## config.mk

```make
export PLATFORM = sky130hd
export DESIGN_NAME = shift_arbiter
export DESIGN_NICKNAME = d
export VERILOG_FILES = /design/src/rtl/shift_pkg.sv /design/src/rtl/shift_unit32.sv /design/src/rtl/shift_arbiter.sv
export SDC_FILE = /design/constraint.sdc
export NUM_CORES = 1
export LEC_CHECK = 0
export ABC_AREA = 1
export CORE_MARGIN = 4
export CORE_UTILIZATION = 45
export CTS_CLUSTER_SIZE = 24
export DETAILED_ROUTE_END_ITERATION = 7
export GPL_TIMING_DRIVEN = 0
export PLACE_DENSITY = 0.89
export SLEW_MARGIN = 20
export SYNTH_ARGS = -nofsm -noshare
export SYNTH_HDL_FRONTEND = slang
export SYNTH_SLANG_ARGS = --single-unit
```

## constraint.sdc

```tcl
create_clock -name clk -period 3 [get_ports clk]
set_input_delay 0.75 -clock clk [delete_from_list [all_inputs] [get_ports clk]]
set_output_delay 0.75 -clock clk [all_outputs]
set_load 0.005 [all_outputs]
```

## src/rtl/shift_pkg.sv

```systemverilog
// Shared definitions for the shift arbiter slice: ALU control codes,
// datapath widths, the result-stage state encoding and a ctrl decode helper.
package shift_pkg;

    localparam int XLEN    = 32;
    localparam int SHAMT_W = 5;

    localparam logic [3:0] CTRL_SLL = 4'b0101;
    localparam logic [3:0] CTRL_SRL = 4'b0110;
    localparam logic [3:0] CTRL_SRA = 4'b0111;

    typedef enum logic {
        ST_EMPTY = 1'b0,
        ST_FULL  = 1'b1
    } stage_state_e;

    // True when ctrl selects one of the three supported shifts.
    function automatic logic is_shift_ctrl(input logic [3:0] ctrl);
        return (ctrl == CTRL_SLL) || (ctrl == CTRL_SRL) || (ctrl == CTRL_SRA);
    endfunction

endpackage

```

## src/rtl/shift_unit32.sv

```systemverilog
// 32-bit barrel shifter: SLL / SRL / SRA selected by the ALU ctrl code.
// Any non-shift ctrl yields zero.
module shift_unit32
    import shift_pkg::*;
(
    input  logic [XLEN-1:0]    rs1,
    input  logic [SHAMT_W-1:0] shamt,
    input  logic [3:0]         ctrl,
    output logic [XLEN-1:0]    result
);

    // Select the shift direction/fill from the control code.
    always_comb begin
        result = {XLEN{1'b0}};
        case (ctrl)
            CTRL_SLL: result = rs1 << shamt;
            CTRL_SRL: result = rs1 >> shamt;
            CTRL_SRA: result = XLEN'($signed(rs1) >>> shamt);
            default:  result = {XLEN{1'b0}};
        endcase
    end

endmodule

```

## src/rtl/shift_arbiter.sv

```systemverilog
// shift_arbiter: shares one shift_unit32 between NREQ issue lanes through a
// one-entry result stage with a valid/ready response port.
// Build option: define SHIFT_ARB_RR_EN for round-robin arbitration; without
// it the lowest-index valid lane always wins and no grant history is kept.
module shift_arbiter
    import shift_pkg::*;
#(
    parameter int NREQ  = 2,
    parameter int TAG_W = 4
) (
    input  logic                      clk,
    input  logic                      rst_n,
    input  logic [NREQ-1:0]           req_valid,
    output logic [NREQ-1:0]           req_ready,
    input  logic [NREQ*32-1:0]        req_rs1,
    input  logic [NREQ*32-1:0]        req_rs2,
    input  logic [NREQ*4-1:0]         req_ctrl,
    input  logic [NREQ*TAG_W-1:0]     req_tag,
    input  logic                      flush,
    output logic                      resp_valid,
    input  logic                      resp_ready,
    output logic [31:0]               resp_data,
    output logic [$clog2(NREQ)-1:0]   resp_id,
    output logic [TAG_W-1:0]          resp_tag,
    output logic                      resp_illegal
);

    localparam int ID_W = $clog2(NREQ);

    stage_state_e        state_r;
    stage_state_e        state_nxt_s;
    logic [XLEN-1:0]     rs1_r;
    logic [SHAMT_W-1:0]  sh_r;
    logic [3:0]          ctrl_r;
    logic [TAG_W-1:0]    tag_r;
    logic [ID_W-1:0]     id_r;

    logic                grant_valid_s;
    logic [ID_W-1:0]     grant_id_s;
    logic                stage_free_s;
    logic                accept_s;

    // Only the low five bits of each rs2 slice carry a shift amount.
    logic                unused_rs2_s;
    assign unused_rs2_s = ^req_rs2;

    // Stage can take a new request when it is empty or draining this cycle,
    // and a flush always blocks acceptance. Reset holds every lane off.
    assign stage_free_s = ((state_r == ST_EMPTY) || resp_ready) && !flush;
    assign accept_s     = rst_n && grant_valid_s && stage_free_s;

`ifdef SHIFT_ARB_RR_EN
    logic [ID_W-1:0] last_grant_r;

    // Round-robin search starting one past the most recently accepted lane.
    always_comb begin
        int idx_v;
        grant_valid_s = 1'b0;
        grant_id_s    = {ID_W{1'b0}};
        idx_v         = 0;
        for (int k = 1; k <= NREQ; k++) begin
            idx_v = int'(last_grant_r) + k;
            if (idx_v >= NREQ) begin
                idx_v = idx_v - NREQ;
            end else begin
                idx_v = idx_v;
            end
            if (!grant_valid_s && req_valid[idx_v]) begin
                grant_valid_s = 1'b1;
                grant_id_s    = ID_W'(idx_v);
            end else begin
                grant_valid_s = grant_valid_s;
            end
        end
    end

    // Grant history advances only on an accepted transfer; NREQ-1 after
    // reset so lane 0 is searched first.
    always_ff @(posedge clk or negedge rst_n) begin
        if (!rst_n) begin
            last_grant_r <= ID_W'(NREQ - 1);
        end else if (accept_s) begin
            last_grant_r <= grant_id_s;
        end else begin
            last_grant_r <= last_grant_r;
        end
    end
`else
    // Fixed priority: scan from the top so the lowest valid index wins last.
    always_comb begin
        grant_valid_s = 1'b0;
        grant_id_s    = {ID_W{1'b0}};
        for (int i = NREQ - 1; i >= 0; i--) begin
            if (req_valid[i]) begin
                grant_valid_s = 1'b1;
                grant_id_s    = ID_W'(i);
            end else begin
                grant_valid_s = grant_valid_s;
            end
        end
    end
`endif

    // Ready goes to the granted lane only, and only when the stage accepts.
    always_comb begin
        req_ready = {NREQ{1'b0}};
        for (int i = 0; i < NREQ; i++) begin
            req_ready[i] = accept_s && (grant_id_s == ID_W'(i));
        end
    end

    // Result-stage next state: flush wins, then refill, then drain.
    always_comb begin
        state_nxt_s = state_r;
        case (state_r)
            ST_EMPTY: begin
                if (accept_s) begin
                    state_nxt_s = ST_FULL;
                end else begin
                    state_nxt_s = ST_EMPTY;
                end
            end
            ST_FULL: begin
                if (flush) begin
                    state_nxt_s = ST_EMPTY;
                end else if (accept_s) begin
                    state_nxt_s = ST_FULL;
                end else if (resp_ready) begin
                    state_nxt_s = ST_EMPTY;
                end else begin
                    state_nxt_s = ST_FULL;
                end
            end
            default: state_nxt_s = ST_EMPTY;
        endcase
    end

    // Result-stage state register.
    always_ff @(posedge clk or negedge rst_n) begin
        if (!rst_n) begin
            state_r <= ST_EMPTY;
        end else begin
            state_r <= state_nxt_s;
        end
    end

    // Capture the granted lane's operands; held unchanged under backpressure.
    always_ff @(posedge clk or negedge rst_n) begin
        if (!rst_n) begin
            rs1_r  <= {XLEN{1'b0}};
            sh_r   <= {SHAMT_W{1'b0}};
            ctrl_r <= 4'b0000;
            tag_r  <= {TAG_W{1'b0}};
            id_r   <= {ID_W{1'b0}};
        end else if (accept_s) begin
            rs1_r  <= req_rs1[32*grant_id_s +: 32];
            sh_r   <= req_rs2[32*grant_id_s +: SHAMT_W];
            ctrl_r <= req_ctrl[4*grant_id_s +: 4];
            tag_r  <= req_tag[TAG_W*grant_id_s +: TAG_W];
            id_r   <= grant_id_s;
        end else begin
            rs1_r  <= rs1_r;
            sh_r   <= sh_r;
            ctrl_r <= ctrl_r;
            tag_r  <= tag_r;
            id_r   <= id_r;
        end
    end

    shift_unit32 u_shift (
        .rs1    (rs1_r),
        .shamt  (sh_r),
        .ctrl   (ctrl_r),
        .result (resp_data)
    );

    assign resp_valid   = (state_r == ST_FULL);
    assign resp_id      = id_r;
    assign resp_tag     = tag_r;
    assign resp_illegal = resp_valid && !is_shift_ctrl(ctrl_r);

endmodule
```

==> impl_summary.log, run 1 <==
[report] implementation figures
INFO  metric floorplan.io_pins = 191
INFO  metric maxCapViolations = 0
INFO  metric synthDistinctLibCells = 34
INFO  metric number_of_enable_flip_flop_cells = 0
INFO  metric dr_wl_met3 = 4070 um
INFO  metric place.gp.congestion = 1.06
INFO  metric io_buffer_count = 136
INFO  metric crit_path_frequent_cell = sky130_fd_sc_hd__nand2_1
INFO  metric antenna-diode-count = 0
INFO  metric openroad.warnings = 82
INFO  metric path_clk_slew = 0.08 ns
INFO  metric setup-violations-final = 12
INFO  metric tritoncts_clock_tree = built
INFO  metric critical_path_arrival = 2.50 ns
INFO  metric seq_area_share = 13.9%
INFO  metric route.met2.wl = 13200 um
INFO  metric n_tap_cell = 168
INFO  metric synthMostInstantiatedCell = sky130_fd_sc_hd__nand2_1
INFO  metric combinationalPower = 0.00357 W
INFO  metric global_route_wire_length_before_repair = 44400 um
INFO  metric synth_adder_area_share = 0%
INFO  metric mappedNetlistArea = 5730 um^2
INFO  metric hold_path_class = primary input to async pin
INFO  metric critPathBufInv = 5
INFO  metric area_growth = 48.3%
INFO  metric detail_route.vias_per_cell = 6.26
INFO  metric startpoint = sh_r[0]$_DFFE_PN0P_
INFO  metric synth.comb.largest_family = simple AND/OR/NAND/NOR gates
INFO  metric initial_antenna_violation_count = 1
INFO  metric worstReg2RegStart = resp_valid$_DFF_PN0_
INFO  metric worstPathMaxFanout = 8
INFO  metric clock_buffer_count = 6
INFO  metric nonClockInverterCount = 32
INFO  metric num_rows = 40
INFO  metric post_cts_hold_buffer_count = 0
INFO  metric cts.htree.levels = 2
INFO  metric reg_top3 = rs1_r: 32 flops, sh_r: 5 flops
INFO  metric timing_worst_setup_path_type = flip-flop to output port
INFO  metric violated_checks = negative setup slack
INFO  metric timing.reg2reg.setup_slack = 1.14 ns
INFO  metric postSynth.asyncResetShare = 100%
INFO  metric critPathTopFamily = buffers and inverters
INFO  metric dpl_worst_slack = -0.836 ns
INFO  metric synth_top_cell_by_area = sky130_fd_sc_hd__nand3_1
INFO  metric cts-resized-gates = 140
INFO  metric switching_share = 53.9%
INFO  metric die_w = 121 um
INFO  metric postSynthSeqShare = 20.5%
INFO  metric synth_xor_xnor_area_share = 0%
INFO  metric core-area = 12300 um^2
INFO  metric ys.flops = 47
INFO  metric wl = 30400 um
INFO  metric globalRouteOverflowTotal = 0
INFO  metric sequentialPowerShare = 17.9%
INFO  metric non_clock_buffer_count = 229
INFO  metric finalHoldWorstSlack = 0.275 ns
INFO  metric top_layer_used = met5
INFO  metric synth.top_cells.by_count = sky130_fd_sc_hd__nand2_1 (398), sky130_fd_sc_hd__nand3_1 (316), sky130_fd_sc_hd__dfrtp_1 (47)
INFO  metric area.share.combinational = 54.5%
INFO  metric post_route_cells_drive_above_1_share = 23.6%
INFO  metric nFlopsAndLatches = 47
INFO  metric buffer_area_share = 25.6%
INFO  metric predominant_post_synthesis_flop_cell = sky130_fd_sc_hd__dfrtp_1
INFO  metric post_synth_mux_area_share = 0%
INFO  metric netlist_instances = 1016
INFO  metric critical_path_cell_count = 14
INFO  metric run_status = finished, violations left
INFO  metric simple_gate_area_share = 61.7%
INFO  metric postLayoutSetupSlackWorst = -0.253 ns
INFO  metric area.combinational = 4630 um^2
INFO  metric finalClockSkew = 0.0115 ns
INFO  metric grt_pass1_vias = 7842
INFO  metric die-area = 14600 um^2
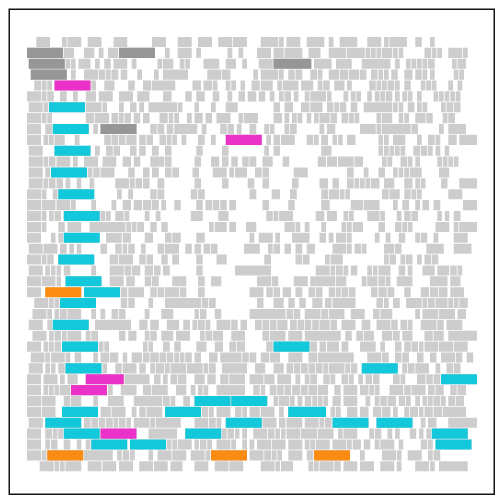
(run_1/registers.png)
(4 px per um) Other sequential cells in the stronger grey, the rest of the logic in the fainter grey.
[`rs1_r`] cyan | placed flops: 32
[`resp_tag`] orange | placed flops: 4
[`sh_r`] magenta | placed flops: 5

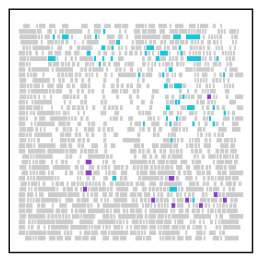
(run_1/gate_families.png)
(2 px per um)
[AND and OR gates] purple | cells: 11 | most used: and2_1
[NOR gates] cyan | cells: 47 | most used: nor2_1

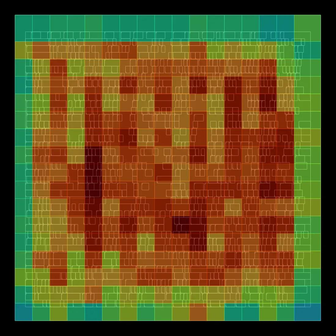
(run_1/final_congestion.png)
Most Used Layer, Global Route: met2
final core occ: 69.3%

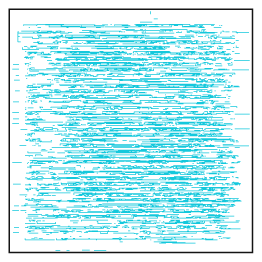
(run_1/met1.png)
(2 px per um)
wire length on this layer: 11200 um
longest straight run: 41.9 um
main direction: horizontal
share of all routed wire: 37%
nets with wire on the layer: 1187

--- run 2 (diff from run 1) ---
--- a/config.mk
+++ b/config.mk
@@ -11,6 +11,7 @@
 export CTS_CLUSTER_SIZE = 24
 export DETAILED_ROUTE_END_ITERATION = 7
 export GPL_TIMING_DRIVEN = 0
+export MAX_ROUTING_LAYER = met4
 export PLACE_DENSITY = 0.89
 export SLEW_MARGIN = 20
 export SYNTH_ARGS = -nofsm -noshare
==> constraint.sdc (replaced) <==
create_clock -name clk -period 3.8 [get_ports clk]
set_input_delay 0.95 -clock clk [delete_from_list [all_inputs] [get_ports clk]]
set_output_delay 0.95 -clock clk [all_outputs]
set_load 0.005 [all_outputs]
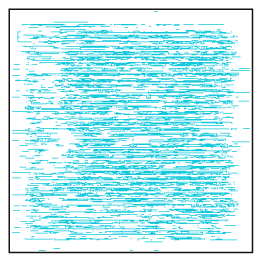
(run_2/met1.png)
(2 px per um)
wire length on this layer: 11100 um
main direction: horizontal
nets with wire on the layer: 1164
share of all routed wire: 39%
longest straight run: 52.9 um

==> impl_summary.log, run 2 <==
[report] implementation figures
INFO  metric worstPathMaxFanout = 10 (+2)
INFO  metric critical_path_arrival = 2.81 ns (+0.31 ns)
INFO  metric floorplan.initialDensity = 46.8%
INFO  metric timing.reg2reg.worst_path_depth = 5
INFO  metric nonClockInverterCount = 32 (unchanged)
INFO  metric run_status = complete, no violations
INFO  metric clk_share = 1.97%
INFO  metric initial_antenna_violation_count = 0 (-1)
INFO  metric grt_pass1_vias = 7742 (-1.3%)
INFO  metric non_clock_buffer_count = 203 (-11%)
INFO  metric tightestPinTransition = 0.893 ns
INFO  metric wire_per_inst = 21.3 um
INFO  metric final.period_utilization = 99.0%
INFO  metric buffer_area_share = 24.1% (-1.5 points)
INFO  metric maxCapViolations = 0 (unchanged)
INFO  metric netlist_instances = 1016 (unchanged)
INFO  metric synthDistinctLibCells = 34 (unchanged)
INFO  metric floorplan.io_pins = 191 (unchanged)
INFO  metric top_layer_used = met4
INFO  metric critPathBufInv = 2 (-3)
INFO  metric detail_route.vias_per_cell = 6.22 (-0.68%)
INFO  metric timing_worst_setup_path_type = flip-flop to output port
INFO  metric openroad.warnings = 80 (-2.4%)
INFO  metric post_synth_mux_area_share = 0% (unchanged)
INFO  metric drt_first_iter_violations = 1537
INFO  metric p_seq = 0.000693 W
INFO  metric cts.htree.levels = 2 (unchanged)
INFO  metric route.met2.wl = 12200 um (-7.9%)
INFO  metric setup-violations-final = 0 (-12)
INFO  metric final_core_occ = 61.1% (-8.2 points)
INFO  metric postSynth.asyncResetShare = 100% (unchanged)
INFO  metric area.share.combinational = 53.6% (-0.82 points)
INFO  metric startpoint = sh_r[2]$_DFFE_PN0P_
INFO  metric switching_share = 53.8% (-0.074 points)
INFO  metric postLayoutSetupSlackWorst = 0.0371 ns (+0.290 ns)
INFO  metric setup-tns-final = 0 ns
INFO  metric io_buffer_count = 136 (unchanged)
INFO  metric die-area = 14600 um^2 (unchanged)
INFO  metric logic_gate_share_of_total_power = 67.3%
INFO  metric dpl_worst_slack = -0.390 ns (+0.446 ns)
INFO  metric crit_path_frequent_cell = sky130_fd_sc_hd__nand2_1
INFO  metric layout.area.seq = 1180 um^2
INFO  metric num_rows = 40 (unchanged)
INFO  metric cts-resized-gates = 4 (-97%)
INFO  metric hold_path_class = primary input to async pin
INFO  metric critical_path_cell_count = 8 (-6)
INFO  metric wl = 28300 um (-6.8%)
INFO  metric path_clk_slew = 0.07 ns (about the same)
INFO  metric timing.reg2reg.setup_slack = 1.99 ns (+0.85 ns)
INFO  metric met3_usage = 7.32%
INFO  metric synth_top_cell_by_area = sky130_fd_sc_hd__nand3_1
INFO  metric area_growth = 30.8%
INFO  metric synth_adder_area_share = 0% (unchanged)
INFO  metric synth_xor_xnor_area_share = 0% (unchanged)
INFO  metric max_transition_margin = 40.5%
INFO  metric number_of_enable_flip_flop_cells = 0 (unchanged)
INFO  metric synth.comb.largest_family = simple AND/OR/NAND/NOR gates
INFO  metric worstReg2RegStart = sh_r[3]$_DFFE_PN0P_
INFO  metric floorplan.nets = 1166
INFO  metric ys.flops = 47 (unchanged)
INFO  metric finalHoldWorstSlack = 0.470 ns (+0.195 ns)
INFO  metric seq_area_share = 15.7% (+1.8 points)
INFO  metric mappedNetlistArea = 5730 um^2 (unchanged)
INFO  metric num-fill-cells = 1243
INFO  metric core-area = 12300 um^2 (unchanged)
INFO  metric ys_sh_aoi = 8.40%
INFO  metric combinationalPower = 0.00238 W (-33%)
INFO  metric tritoncts_clock_tree = built
INFO  metric n_tap_cell = 168 (unchanged)
INFO  metric place.gp.congestion = 1.08 (+2.3%)
INFO  metric area.combinational = 4020 um^2 (-13%)
INFO  metric critPathTopFamily = buffers and inverters
INFO  metric nFlopsAndLatches = 47 (unchanged)
INFO  metric reg_top3 = rs1_r: 32 flops, sh_r: 5 flops
INFO  metric registers.top_by_ff_count = rs1_r
INFO  metric finalClockSkew = 0.00771 ns (-0.00378 ns)
INFO  metric synthMostInstantiatedCell = sky130_fd_sc_hd__nand2_1
INFO  metric global_route_wire_length_before_repair = 43100 um (-2.9%)
INFO  metric predominant_post_synthesis_flop_cell = sky130_fd_sc_hd__dfrtp_1
INFO  metric globalRouteOverflowTotal = 0 (unchanged)
INFO  metric simple_gate_area_share = 61.7% (unchanged)
INFO  metric synth.top_cells.by_count = sky130_fd_sc_hd__nand2_1 (398), sky130_fd_sc_hd__nand3_1 (316), sky130_fd_sc_hd__dfrtp_1 (47)
INFO  metric dr_wl_met3 = 3380 um (-17%)
INFO  metric sequentialPowerShare = 19.6% (+1.7 points)
INFO  metric most_used_layer_global_route = met2
INFO  metric required = 2.85 ns
INFO  metric die_w = 121 um (unchanged)
INFO  metric postSynthSeqShare = 20.5% (unchanged)
INFO  metric clock_buffer_count = 5 (-1)
INFO  metric post_route_cells_drive_above_1_share = 8.86% (-15 points)
INFO  metric post_cts_hold_buffer_count = 0 (unchanged)
INFO  metric antenna-diode-count = 0 (unchanged)
--- run 3 (diff from run 2) ---
--- a/config.mk
+++ b/config.mk
@@ -10,9 +10,10 @@
 export CORE_UTILIZATION = 45
 export CTS_CLUSTER_SIZE = 24
 export DETAILED_ROUTE_END_ITERATION = 7
+export DONT_BUFFER_PORTS = 1
 export GPL_TIMING_DRIVEN = 0
 export MAX_ROUTING_LAYER = met4
-export PLACE_DENSITY = 0.89
+export PLACE_DENSITY = 0.7
 export SLEW_MARGIN = 20
 export SYNTH_ARGS = -nofsm -noshare
 export SYNTH_HDL_FRONTEND = slang
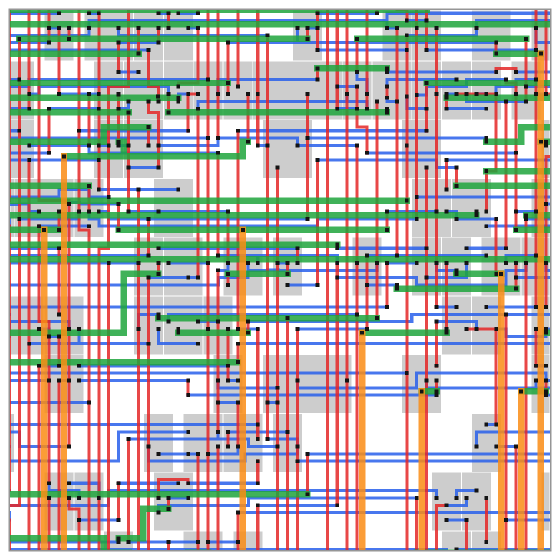
(run_3/zoom.png)
Region (78, 78) to (103, 103) um. Cells in grey, sequential cells in the stronger grey; small squares are vias.
[met3] green
[met4] orange
[met1] blue
[met2] red
sequential cells in the window: 0
most frequent: nand2_1 (31), nand3_1 (8)
cells with their middle in the window: 64

==> impl_summary.log, run 3 <==
[report] implementation figures
INFO  metric crit_path_frequent_cell = sky130_fd_sc_hd__o21ai_0
INFO  metric floorplan.io_pins = 191 (unchanged)
INFO  metric most_used_layer_global_route = met2
INFO  metric setup-tns-final = 0 ns (unchanged)
INFO  metric combinationalPower = 0.00216 W (-9.2%)
INFO  metric critical_path_arrival = 2.43 ns (-0.38 ns)
INFO  metric openroad.warnings = 80 (unchanged)
INFO  metric postLayoutSetupSlackWorst = 0.415 ns (+0.378 ns)
INFO  metric post_route_cells_drive_above_1_share = 9.38% (+0.51 points)
INFO  metric crit_end = resp_data[1]
INFO  metric timing_worst_setup_path_type = flip-flop to output port
INFO  metric floorplan.initialDensity = 46.8% (unchanged)
INFO  metric mappedNetlistArea = 5730 um^2 (unchanged)
INFO  metric post_cts_hold_buffer_count = 0 (unchanged)
INFO  metric required = 2.85 ns (about the same)
INFO  metric finish.instance_area = 6090 um^2
INFO  metric synth.area.top_cells = sky130_fd_sc_hd__nand3_1 (28%), sky130_fd_sc_hd__nand2_1 (26%), sky130_fd_sc_hd__dfrtp_1 (21%), sky130_fd_sc_hd__buf_2 (3.4%), sky130_fd_sc_hd__o211ai_1 (2.5%)
INFO  metric route.met2.wl = 11900 um (-1.8%)
INFO  metric synth.top_cells.by_count = sky130_fd_sc_hd__nand2_1 (398), sky130_fd_sc_hd__nand3_1 (316), sky130_fd_sc_hd__dfrtp_1 (47)
INFO  metric avgSynthCellArea = 5.64 um^2
INFO  metric number_of_enable_flip_flop_cells = 0 (unchanged)
INFO  metric registers.top_by_ff_count = rs1_r
INFO  metric power-top-group = combinational cells
INFO  metric logic_gate_share_of_total_power = 65.2% (-2.1 points)
INFO  metric p_seq = 0.000696 W (about the same)
INFO  metric num-fill-cells = 1388 (+12%)
INFO  metric top_layer_used = met4
INFO  metric dr_wl_met3 = 3330 um (-1.5%)
INFO  metric detail_route.vias_per_cell = 6.39 (+2.8%)
INFO  metric seq_area_share = 19.3% (+3.6 points)
INFO  metric postSynthSeqShare = 20.5% (unchanged)
INFO  metric clock_tree_root = sky130_fd_sc_hd__clkbuf_16
INFO  metric timing.reg2reg.setup_slack = 1.96 ns (-0.03 ns)
INFO  metric max_transition_margin = 43.0% (+2.5 points)
INFO  metric run_status = complete, no violations
INFO  metric cts.htree.levels = 2 (unchanged)
INFO  metric ys_sh_aoi = 8.40% (unchanged)
INFO  metric reg_top3 = rs1_r: 32 flops, sh_r: 5 flops
INFO  metric global_route_wire_length_before_repair = 41700 um (-3.2%)
INFO  metric non_clock_buffer_count = 65 (-68%)
INFO  metric clkLatencyLatePin = 0.30 ns
INFO  metric p_clk = 0.000455 W
INFO  metric peak_supply_drop = 0.241 mV
INFO  metric synth.comb.largest_family = simple AND/OR/NAND/NOR gates
INFO  metric simple_gate_area_share = 61.7% (unchanged)
INFO  metric die-area = 14600 um^2 (unchanged)
INFO  metric critPathBufInv = 1 (-1)
INFO  metric wire_per_inst = 23.3 um (+9.4%)
INFO  metric grt_pass1_vias = 6975 (-9.9%)
INFO  metric synth_xor_xnor_area_share = 0% (unchanged)
INFO  metric final.period_utilization = 89.1% (-9.9 points)
INFO  metric placedCellCount = 1184
INFO  metric floorplan.nets = 1166 (unchanged)
INFO  metric n_tap_cell = 168 (unchanged)
INFO  metric fin_total_pwr = 0.00331 W
INFO  metric globalRouteOverflowTotal = 0 (unchanged)
INFO  metric io_buffer_count = 0 (-100%)
INFO  metric synth_adder_area_share = 0% (unchanged)
INFO  metric synth_top_cell_by_area = sky130_fd_sc_hd__nand3_1
INFO  metric nFlopsAndLatches = 47 (unchanged)
INFO  metric cts-resized-gates = 0 (-4)
INFO  metric timing.rr.end = rs1_r[21]$_DFFE_PN0P_
INFO  metric dpl_worst_slack = 0.822 ns (+1.21 ns)
INFO  metric area.share.combinational = 66.0% (+12 points)
INFO  metric final_layout_top_logic_cell = sky130_fd_sc_hd__nand2_1
INFO  metric track_usage = 38.9%
INFO  metric switching_share = 56.1% (+2.3 points)
INFO  metric critPathTopFamily = simple AND/OR/NAND/NOR gates
INFO  metric predominant_post_synthesis_flop_cell = sky130_fd_sc_hd__dfrtp_1
INFO  metric postSynth.asyncResetShare = 100% (unchanged)
INFO  metric drt_first_pass_iters = 7
INFO  metric area_growth = 6.20%
INFO  metric die_w = 121 um (unchanged)
INFO  metric startpoint = ctrl_r[3]$_DFFE_PN0P_
INFO  metric critical_path_cell_count = 7 (-1)
INFO  metric clk_share = 2.38% (+0.41 points)
INFO  metric power_density = 543 nW/um^2
INFO  metric wl = 27800 um (-1.9%)
INFO  metric nonClockInverterCount = 32 (unchanged)
INFO  metric placed_area = 5940 um^2
INFO  metric layout.area.seq = 1180 um^2 (unchanged)
INFO  metric drt_first_iter_violations = 1239 (-19%)
INFO  metric setup-violations-final = 0 (unchanged)
INFO  metric synthMostInstantiatedCell = sky130_fd_sc_hd__nand2_1
INFO  metric ys.flops = 47 (unchanged)
INFO  metric clock_buffer_count = 6 (+1)
INFO  metric num_rows = 40 (unchanged)
INFO  metric cts_inserted_buffers = 5
INFO  metric worstPathMaxFanout = 8 (-2)
INFO  metric met3_usage = 8.07% (+0.75 points)
INFO  metric final_core_occ = 49.7% (-11 points)
INFO  metric place.gp.congestion = 1.07 (-1.0%)
INFO  metric crit_path_start_kind = flip-flop
INFO  metric timing.reg2reg.worst_path_depth = 8 (+3)
INFO  metric finalClockSkew = 0.00722 ns (-0.000493 ns)
INFO  metric crit_chain = nor2_4 -> nand2_4 -> nor2_1 -> o21ai_0 -> o21ai_0 -> inv_1 -> nand2_1
INFO  metric clock_tree_buf_depth = 2
INFO  metric post_synth_mux_area_share = 0% (unchanged)
INFO  metric worstReg2RegStart = resp_valid$_DFF_PN0_
INFO  metric sequentialPowerShare = 21.1% (+1.5 points)
INFO  metric top_area_cell_class = multi-input combinational cells
INFO  metric largest_register_ffs = 32
INFO  metric p_switching = 0.00185 W
INFO  metric n_multi_input_combinational_cell = 872
INFO  metric path_clk_slew = 0.07 ns (about the same)
INFO  metric tritoncts_clock_tree = built
INFO  metric final_hold_viol_count = 0
INFO  metric finalHoldWorstSlack = 0.337 ns (-0.133 ns)
INFO  metric total_via_count_after_detailed_routing = 7618
INFO  metric netlist_instances = 1016 (unchanged)
INFO  metric area.combinational = 4020 um^2 (-0.12%)
INFO  metric tightestPinTransition = 0.856 ns (-0.0371 ns)
INFO  metric maxCapViolations = 0 (unchanged)
INFO  metric hold_path_class = primary input to async pin
INFO  metric buffer_area_share = 6.70% (-17 points)
INFO  metric synthDistinctLibCells = 34 (unchanged)
INFO  metric core-area = 12300 um^2 (unchanged)
INFO  metric initial_antenna_violation_count = 0 (unchanged)
INFO  metric antenna-diode-count = 0 (unchanged)
Power is estimated from default activity; no workload was simulated.
